`src/rtl/decoder_seq_if.sv`:
```
// decoder_seq_if: select/mode request and registered one-hot response bundle for decoder_seq
interface decoder_seq_if #(parameter int SEL_W = 3);
  logic E;
  logic load;
  logic clr;
  logic [SEL_W-1:0] s;
  logic [1:0] mode;
  logic [2**SEL_W-1:0] Y;
  logic [SEL_W-1:0] idx;
  logic busy;
  modport master (output E, load, clr, s, mode, input Y, idx, busy);
  modport slave (input E, load, clr, s, mode, output Y, idx, busy);
endinterface

```
`src/rtl/decoder_seq.sv`:
```
// decoder_seq: registered one-hot decoder that holds, rotates or pulses a latched select
module decoder_seq #(
  parameter int SEL_W = 3,
  parameter int PULSE_LEN = 4
) (
  input logic clk,
  input logic rst_n,
  decoder_seq_if.slave bus
);
  localparam int OUT_W = 2**SEL_W;
  localparam int CW = PULSE_LEN > 1 ? $clog2(PULSE_LEN) : 1;
  typedef enum logic {IDLE, ACTIVE} state_t;
  state_t state, state_n;
  logic [SEL_W-1:0] idx_r, idx_n;
  logic [OUT_W-1:0] y_r, y_n;
  logic [1:0] mode_r, mode_n;
  logic [CW-1:0] cnt, cnt_n;
  always_ff @(posedge clk or negedge rst_n)
    if (!rst_n) begin
      state <= IDLE;
      idx_r <= '0;
      y_r <= '0;
      mode_r <= '0;
      cnt <= '0;
    end else begin
      state <= state_n;
      idx_r <= idx_n;
      y_r <= y_n;
      mode_r <= mode_n;
      cnt <= cnt_n;
    end
  // Y is always re-derived from the next index so it stays consistent with idx
  always_comb begin
    state_n = state;
    idx_n = idx_r;
    y_n = y_r;
    mode_n = mode_r;
    cnt_n = cnt;
    if (bus.clr) begin
      state_n = IDLE;
      y_n = '0;
      cnt_n = '0;
    end else if (bus.load && bus.E) begin
      state_n = ACTIVE;
      idx_n = bus.s;
      mode_n = bus.mode;
      cnt_n = CW'(PULSE_LEN - 1);
      y_n = OUT_W'(1) << bus.s;
    end else if (state == ACTIVE && bus.E) begin
      idx_n = mode_r == 2'b01 ? idx_r + SEL_W'(1) :
              mode_r == 2'b10 ? idx_r - SEL_W'(1) : idx_r;
      y_n = OUT_W'(1) << idx_n;
      if (mode_r == 2'b11) begin
        state_n = cnt == '0 ? IDLE : ACTIVE;
        y_n = cnt == '0 ? '0 : y_r;
        cnt_n = cnt == '0 ? cnt : cnt - CW'(1);
      end
    end
  end
  assign bus.Y = y_r;
  assign bus.idx = idx_r;
  assign bus.busy = state == ACTIVE;
endmodule

```
`src/flat_wrapper.sv`:
```
// flat-port wrapper written by rule: the top's interface ports become plain ports
module decoder_seq_flat 
#(
  parameter int SEL_W = 3,
  parameter int PULSE_LEN = 4
)
  (clk, rst_n, bus_E, bus_load, bus_clr, bus_s, bus_mode, bus_Y, bus_idx, bus_busy);
  decoder_seq_if #(.SEL_W(SEL_W)) bus_i ();
  input logic clk;
  input logic rst_n;
  input wire logic [$bits(bus_i.E)-1:0] bus_E;
  input wire logic [$bits(bus_i.load)-1:0] bus_load;
  input wire logic [$bits(bus_i.clr)-1:0] bus_clr;
  input wire logic [$bits(bus_i.s)-1:0] bus_s;
  input wire logic [$bits(bus_i.mode)-1:0] bus_mode;
  output wire logic [$bits(bus_i.Y)-1:0] bus_Y;
  output wire logic [$bits(bus_i.idx)-1:0] bus_idx;
  output wire logic [$bits(bus_i.busy)-1:0] bus_busy;
  assign bus_i.E = bus_E;
  assign bus_i.load = bus_load;
  assign bus_i.clr = bus_clr;
  assign bus_i.s = bus_s;
  assign bus_i.mode = bus_mode;
  assign bus_Y = bus_i.Y;
  assign bus_idx = bus_i.idx;
  assign bus_busy = bus_i.busy;
  decoder_seq #(.SEL_W(SEL_W), .PULSE_LEN(PULSE_LEN)) u_core (.clk(clk), .rst_n(rst_n), .bus(bus_i));
endmodule
```
`config.mk`:
```
export PLATFORM = sky130hd
export DESIGN_NAME = decoder_seq_flat
export DESIGN_NICKNAME = d
export VERILOG_FILES = /design/src/rtl/decoder_seq_if.sv /design/src/rtl/decoder_seq.sv /design/src/flat_wrapper.sv
export SDC_FILE = /design/constraint.sdc
export NUM_CORES = 1
export LEC_CHECK = 0
export CAP_MARGIN = 20
export CORE_ASPECT_RATIO = 0.8
export CORE_MARGIN = 2
export CORE_UTILIZATION = 40
export CTS_CLUSTER_DIAMETER = 50
export DETAILED_ROUTE_END_ITERATION = 10
export PLACE_DENSITY_LB_ADDON = 0.12
export SYNTH_ARGS = -nofsm -noshare
export SYNTH_HDL_FRONTEND = slang
export SYNTH_SLANG_ARGS = --single-unit
```
`constraint.sdc`:
```
create_clock -name clk -period 3.8 [get_ports clk]
set_input_delay 0.76 -clock clk [delete_from_list [all_inputs] [get_ports clk]]
set_output_delay 0.76 -clock clk [all_outputs]
set_load 0.01 [all_outputs]
```
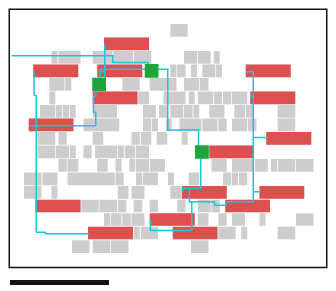
(images/clock_map.png)
Scale bar: 20 um.
Green is cells driving clock nets, count 3. Red is flip-flops, count 16. Cyan is clock wires, length 223 um.
Position of the flops: spread over the die. There are 4 routed clock nets.

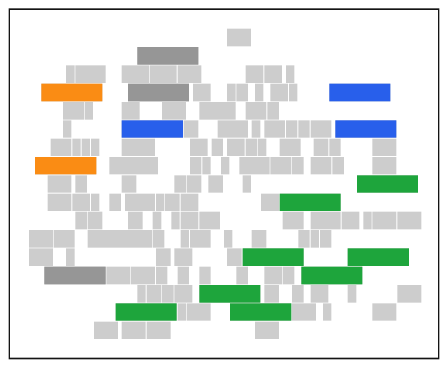
(images/registers.png)
Other sequential cells in the stronger grey, the rest of the logic in the fainter grey.
Green is u_core.bus.Y, placed flops 8. Orange is u_core.cnt, placed flops 2. Blue is u_core.bus.idx, placed flops 3.

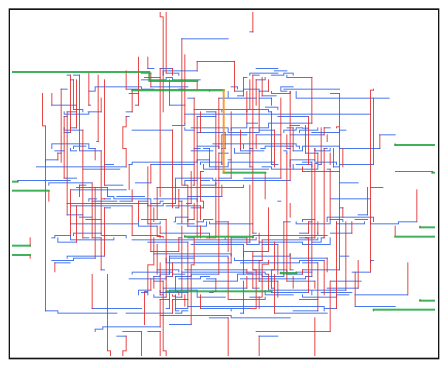
(images/metal_stack.png)
Orange is met4, wire length 12.2 um. Blue is met1, wire length 1,270 um. Green is met3, wire length 113 um. Red is met2, wire length 1,140 um.
vias: 957
routed len/inst: 14.2 um

==> out/summary.txt <==
Main logic family after synthesis -> AND-OR/OR-AND gates
Ys cells -> 123
Min-Delay Startpoint -> u_core.cnt[1]
Largest net degree at the start of global routing -> 17
Drt pass-1 iters -> 4
GRT Overall Usage -> 0.176
Top cell types by occurrence after synthesis -> 16 x dfrtp_1, 12 x a21oi_1, 12 x nor2_1
Postcts setup bufs -> 0
Final core utilization -> 0.496
Non-Filler Instances -> 179
Worst reg-to-reg path cell count -> 6
Xor+xnor area frac -> 0.0154
Clk. pwr -> 0.114 mW
Leading cell kind -> multi-input combinational cells
DR WL met2 -> 1.14 mm
Setup TNS -> 0 ns
Clock power frac -> 0.182
Final Worst Setup Slack -> 1.61 ns
Crit Path Max Fanout -> 11
PortBufs -> 21
GR Util met1 -> 0.261
Sequential share of the synthesized area -> 0.352
Nets -> 155
DR vias/cell -> 5.35
# placed instances -> 175
Pwr top -> combinational cells
Final-report hold violation count -> 0
#MultiIn Comb -> 94
R2R setup slack -> 1.86 ns
Final WL -> 2.54 mm
Grt met2 use -> 0.256
WL met3 -> 112 um
Final Instance Area -> 1350 um2
Sw power -> 0.249 mW
RR Endpoint -> u_core.bus.Y[5]
WS Path Type -> reg -> out
Core area -> 2720 um2
GR Util met3 -> 0.0476
Hold slack -> 0.497 ns
Buffer share of cell area -> 0.156
Reg area -> 400 um2
Tool warnings -> 27
Pwr Total -> 0.628 mW
Comb/total area -> 0.469
GP Congestion -> 0.803
Seq/total area -> 0.297
Status -> complete, no violations
Power is estimated from default activity; no workload was simulated.
